Routing congestion:
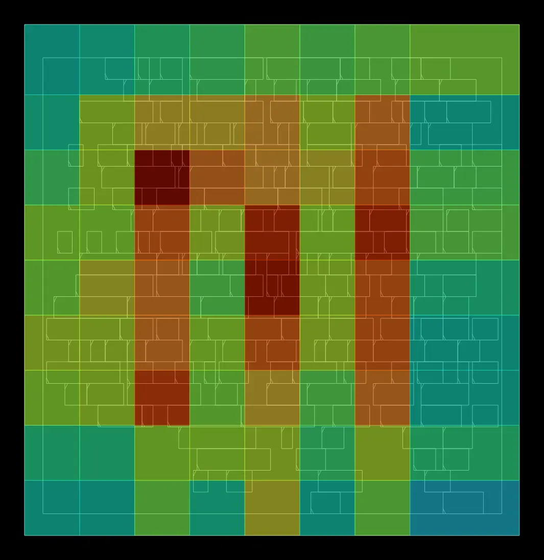
Wiring by layer:
The bar under the picture is 20 microns long. Two of the layers only.
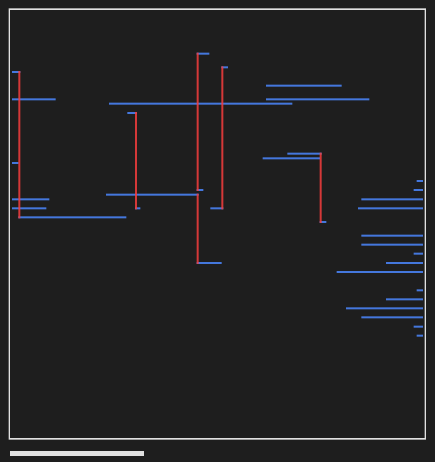
Gate-type map:
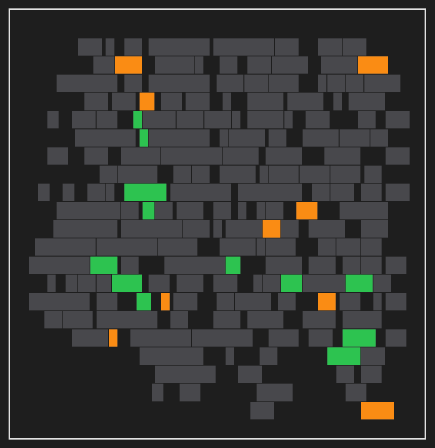
Cells colored by class:
The bar under the picture is 20 microns long.
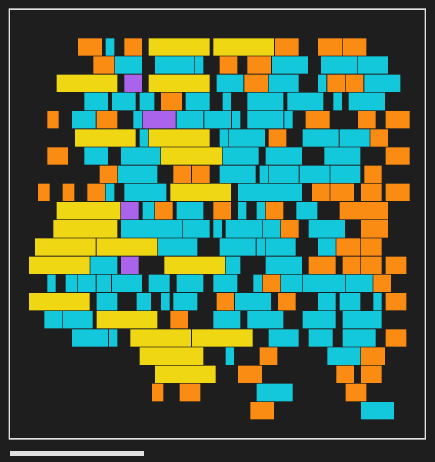
===== src/rtl/microseq_pkg.sv =====
// Shared encodings for the microsequencer: next-address modes, condition sources, FSM states.
// No logic; constants and types only.
// Imported by the top and by the next-address sub-module.
package microseq_pkg;

  localparam int         UA_W       = 7;
  localparam logic [6:0] FETCH_ADDR = 7'd0;

  // Next-address mode field of the microinstruction.
  typedef enum logic [2:0] {
    NS_INC   = 3'b000,
    NS_JMP   = 3'b001,
    NS_DEC   = 3'b010,
    NS_BR    = 3'b011,
    NS_CALL  = 3'b100,
    NS_RET   = 3'b101,
    NS_FETCH = 3'b110,
    NS_RSVD  = 3'b111
  } ns_e;

  // Branch condition source.
  typedef enum logic [1:0] {
    CS_TRUE  = 2'b00,
    CS_COND  = 2'b01,
    CS_MOC   = 2'b10,
    CS_FALSE = 2'b11
  } cs_e;

  // Sequencer state: free-running or parked on a memory access.
  typedef enum logic {
    ST_RUN      = 1'b0,
    ST_WAIT_MOC = 1'b1
  } state_e;

endpackage


===== src/rtl/microseq_next_addr.sv =====
// Next-address mux: selects increment/jump/dispatch/branch/call/return/fetch target.
// Purely combinational (zero latency); the parent registers the result.
// No backpressure; the parent decides whether the computed address is taken.
module microseq_next_addr #(
  parameter int              UA_W       = 7,
  parameter logic [UA_W-1:0] FETCH_ADDR = '0
) (
  input  logic [2:0]      ns,
  input  logic [UA_W-1:0] cr_addr,
  input  logic [1:0]      cond_sel,
  input  logic            inv,
  input  logic            cond_pass,
  input  logic            moc,
  input  logic [UA_W-1:0] decode_addr,
  input  logic [UA_W-1:0] upc,
  input  logic [UA_W-1:0] ret_addr,
  output logic [UA_W-1:0] next_addr,
  output logic [UA_W-1:0] inc_addr,
  output logic            is_call
);
  import microseq_pkg::*;

  logic sel_cond;
  logic c;

  // Increment wraps naturally at the top of the microstore.
  assign inc_addr = upc + UA_W'(1);
  assign is_call  = (ns == NS_CALL);
  assign c        = sel_cond ^ inv;

  // Pick the raw condition source before the optional inversion.
  always_comb begin
    sel_cond = 1'b0;
    case (cond_sel)
      CS_TRUE:  sel_cond = 1'b1;
      CS_COND:  sel_cond = cond_pass;
      CS_MOC:   sel_cond = moc;
      default:  sel_cond = 1'b0;
    endcase
  end

  // Mode mux; the reserved encoding falls through to the fetch routine.
  always_comb begin
    next_addr = FETCH_ADDR;
    case (ns)
      NS_INC:  next_addr = inc_addr;
      NS_JMP:  next_addr = cr_addr;
      NS_DEC:  next_addr = decode_addr;
      NS_BR:   next_addr = c ? cr_addr : inc_addr;
      NS_CALL: next_addr = cr_addr;
      NS_RET:  next_addr = ret_addr;
      default: next_addr = FETCH_ADDR;
    endcase
  end

endmodule


===== src/rtl/microsequencer.sv =====
// Microstore next-address controller with one-level call/return and MOC wait/abort.
// upc updates one clock after fields are presented; stall is combinational.
// Holds upc while mfa && !moc; aborts to ABORT_ADDR after MOC_TIMEOUT stalled cycles.
module microsequencer #(
  parameter int              UA_W        = microseq_pkg::UA_W,
  parameter int              MOC_TIMEOUT = 16,
  parameter logic [UA_W-1:0] ABORT_ADDR  = UA_W'(127),
  parameter logic [UA_W-1:0] FETCH_ADDR  = UA_W'(microseq_pkg::FETCH_ADDR)
) (
  input  logic            clk,
  input  logic            reset,
  input  logic [2:0]      ns,
  input  logic [UA_W-1:0] cr_addr,
  input  logic [1:0]      cond_sel,
  input  logic            inv,
  input  logic            cond_pass,
  input  logic            mfa,
  input  logic            moc,
  input  logic [UA_W-1:0] decode_addr,
  output logic [UA_W-1:0] upc,
  output logic            stall,
  output logic            moc_timeout
);
  import microseq_pkg::*;

  localparam int              CNT_W     = $clog2(MOC_TIMEOUT);
  localparam logic [CNT_W-1:0] WAIT_LAST = CNT_W'(MOC_TIMEOUT - 1);

  state_e           state, state_nxt;
  logic [UA_W-1:0]  ret_addr, ret_nxt;
  logic [UA_W-1:0]  upc_nxt;
  logic [CNT_W-1:0] wait_cnt, wait_nxt;
  logic             timeout_nxt;
  logic             adv;
  logic [UA_W-1:0]  next_addr;
  logic [UA_W-1:0]  inc_addr;
  logic             is_call;

  assign stall = mfa && !moc;
  assign adv   = !stall;

  microseq_next_addr #(
    .UA_W       (UA_W),
    .FETCH_ADDR (FETCH_ADDR)
  ) u_next_addr (
    .ns          (ns),
    .cr_addr     (cr_addr),
    .cond_sel    (cond_sel),
    .inv         (inv),
    .cond_pass   (cond_pass),
    .moc         (moc),
    .decode_addr (decode_addr),
    .upc         (upc),
    .ret_addr    (ret_addr),
    .next_addr   (next_addr),
    .inc_addr    (inc_addr),
    .is_call     (is_call)
  );

  // State register: upc, return address, wait counter, FSM state and abort pulse.
  always_ff @(posedge clk or posedge reset) begin
    if (reset) begin
      state       <= ST_RUN;
      upc         <= FETCH_ADDR;
      ret_addr    <= '0;
      wait_cnt    <= '0;
      moc_timeout <= 1'b0;
    end else begin
      state       <= state_nxt;
      upc         <= upc_nxt;
      ret_addr    <= ret_nxt;
      wait_cnt    <= wait_nxt;
      moc_timeout <= timeout_nxt;
    end
  end

  // Advance on adv from either state; otherwise count stalled cycles and abort at the limit.
  // A call only latches its return address on the cycle it actually advances.
  always_comb begin
    state_nxt   = state;
    upc_nxt     = upc;
    ret_nxt     = ret_addr;
    wait_nxt    = wait_cnt;
    timeout_nxt = 1'b0;
    if (adv) begin
      upc_nxt   = next_addr;
      wait_nxt  = '0;
      state_nxt = ST_RUN;
      if (is_call) begin
        ret_nxt = inc_addr;
      end
    end else begin
      case (state)
        ST_RUN: begin
          wait_nxt  = CNT_W'(1);
          state_nxt = ST_WAIT_MOC;
        end
        default: begin
          if (wait_cnt == WAIT_LAST) begin
            upc_nxt     = ABORT_ADDR;
            timeout_nxt = 1'b1;
            wait_nxt    = '0;
            state_nxt   = ST_RUN;
          end else begin
            wait_nxt = wait_cnt + CNT_W'(1);
          end
        end
      endcase
    end
  end

endmodule


===== config.mk =====
export PLATFORM = sky130hd
export DESIGN_NAME = microsequencer
export DESIGN_NICKNAME = d
export VERILOG_FILES = /design/src/rtl/microseq_pkg.sv /design/src/rtl/microseq_next_addr.sv /design/src/rtl/microsequencer.sv
export SDC_FILE = /design/constraint.sdc
export NUM_CORES = 1
export LEC_CHECK = 0
export ABC_CLOCK_PERIOD_IN_PS = 1400
export CORE_AREA = 2 2 60 62
export DETAILED_ROUTE_END_ITERATION = 7
export DIE_AREA = 0 0 62 64
export PLACE_DENSITY = 0.73
export SYNTH_ARGS = -nofsm -noshare
export SYNTH_HDL_FRONTEND = slang
export SYNTH_HIERARCHICAL = 1
export SYNTH_SLANG_ARGS = --single-unit

===== constraint.sdc =====
create_clock -name clk -period 1.4 [get_ports clk]
set_input_delay 0.21 -clock clk [delete_from_list [all_inputs] [get_ports clk]]
set_output_delay 0.21 -clock clk [all_outputs]
set_load 0.02 [all_outputs]

==> flow_summary.ini <==
; synthesis and place-and-route metrics
[final_timing]
fmax_mhz = 672.1
period_minus_slack_ns = 1.488
setup_viol = 6
clock_skew_ns = 0.0008911
period_used_pct = 106.3
setup_ws_ns = -0.08787
tightestPinTransition_ns = 0.4570
finalHoldViolCount = 0

[power_and_ir_drop]
p_per_area_nw_per_um2 = 922.2
peakVddDrop_mv = 0.7322

[drt]
postRouteAntennaNets = 0
via_per_inst = 5.287
wl_met1_microns = 1637
routed_wl_microns = 3894

[die]
fp_util_pct = 42.55

[placed_design]
dp_hpwl_microns = 2745
place_congestion = 0.8492
placedCellCount = 221
port_buffers = 33

[critical_path]
rr_startpoint = ret_addr[3]
required_ns = 1.59
critical_path.max_fanout = 2
rrSetupSlack_ns = -0.09
critical_path_class = flip-flop to flip-flop

[clock_tree]
clk_path_buf_depth = 2
ctsHoldBuffers = 0
insertion_delay_ns = 0.29
cts_buffers = 3

[yosys]
synth-compound-area-share_pct = 23.81
synthAdderAreaFrac_pct = 1.791
netlist_instances = 125
ys.flops = 20
edf_count = 0
synthArstFlopShare_pct = 100.0
syn-num-nets = 152
top_area_cell = dfrtp_1
logic_family = AND-OR/OR-AND gates

[global_routing]
grt.overflow.total = 0
use_met2_pct = 35.81

[cells_and_area]
drive_gt1_share_pct = 58.15
mostFrequentLayoutCells = 25 x buf_4, 17 x dfrtp_1, 16 x inv_1, 15 x clkdlybuf4s50_1, 13 x dlygate4sd2_1
syn_to_final_growth_pct = 55.06
fillers = 271

[outcome]
status = complete, but fails checks
violations = negative setup slack
About 'routing congestion':
met1 Resource Use GR: 27.45%
grt met3 use: 2.024%
GR Util All Layers: 21.52%

About 'wiring by layer':
[M4] red | wire length: 97.9 microns
[M3] blue | wire length: 209 microns

About 'gate-type map':
[nor cells] orange | cells: 9
[nand cells] green | cells: 12

About 'cells colored by class':
[remaining buffers and delay cells] orange | cells: 60
[clock drivers and dummy loads] purple | cells: 4
[remaining logic cells] cyan | cells: 100
[registers] yellow | cells: 20
sequential share of cell area: 23.27%
cell row count: 21
Core Area: 3284 sq um
Final Core Density: 65.98%
design area: 2167 sq um

## timing repair
action	4_1_cts	5_1_grt
setup endpoints to repair	23	14
hold endpoints to repair	0	0
buffers inserted	2	3
pin swaps	13	8
gates resized	54	8
## layout make-up
class	count	area, sq um	area share (%)
flip-flops and latches	20	504.2	23.27
repair buffers	60	514.2	23.73
inverters	18	67.56	3.118
multi-input cells	82	987.2	45.55
clock buffers	4	36.28	1.674
well taps	46	57.56	2.656
## sequential cells by signal, summed over array words and instances (netlist names)
| name | flops |
|---|---|
| upc | 7 |
| wait_cnt | 4 |
| state | 1 |
| ret_addr | 7 |
| moc_timeout | 1 |
## cells in the mapped netlist, types with 2 or more instances
library cell / count
nor2_1: 4
dfrtp_1: 20
o221ai_1: 7
nand3_1: 2
mux2_2: 8
a2bb2oi_1: 7
xor2_1: 2
a22oi_2: 6
a21oi_1: 2
nor3b_1: 2
mux2_4: 6
nand2_1: 2
ha_1: 2
o22a_2: 7
inv_1: 17
nand2_2: 2
xnor2_1: 4
buf_6: 3
## worst max-delay path: stages (launching register included)
cell,delay (ns)
dfrtp_1,0.41
mux2_4,0.28
a22oi_2,0.18
a2bb2oi_2,0.18
o221ai_2,0.11
o22a_2,0.24
## power groups by stage
stage                     logic (mW)  clock network (mW)  registers, mW
after global routing           0.937               0.359          0.810
after CTS                      0.836               0.336          0.796
after global placement         0.708                   0          0.793
after floorplan                0.409                   0          0.814
final                          0.877               0.324          0.797
after detailed placement       0.733                   0          0.799
## through the flow
stage	util (%)	hold slack (ns)	instance area (sq um)	TNS [ns]
after floorplan	-	0.1736	1426	-0.02660
after global placement	59.05	0.4880	1939	-7.686
after detailed placement	59.05	0.4975	1939	-7.807
after CTS	65.64	0.2223	2156	-0.2146
after global routing	65.98	0.2571	2167	-0.7981
final	65.98	0.2221	2167	-0.2709
Power figures rest on the tool's default switching activity, not on a simulated workload.
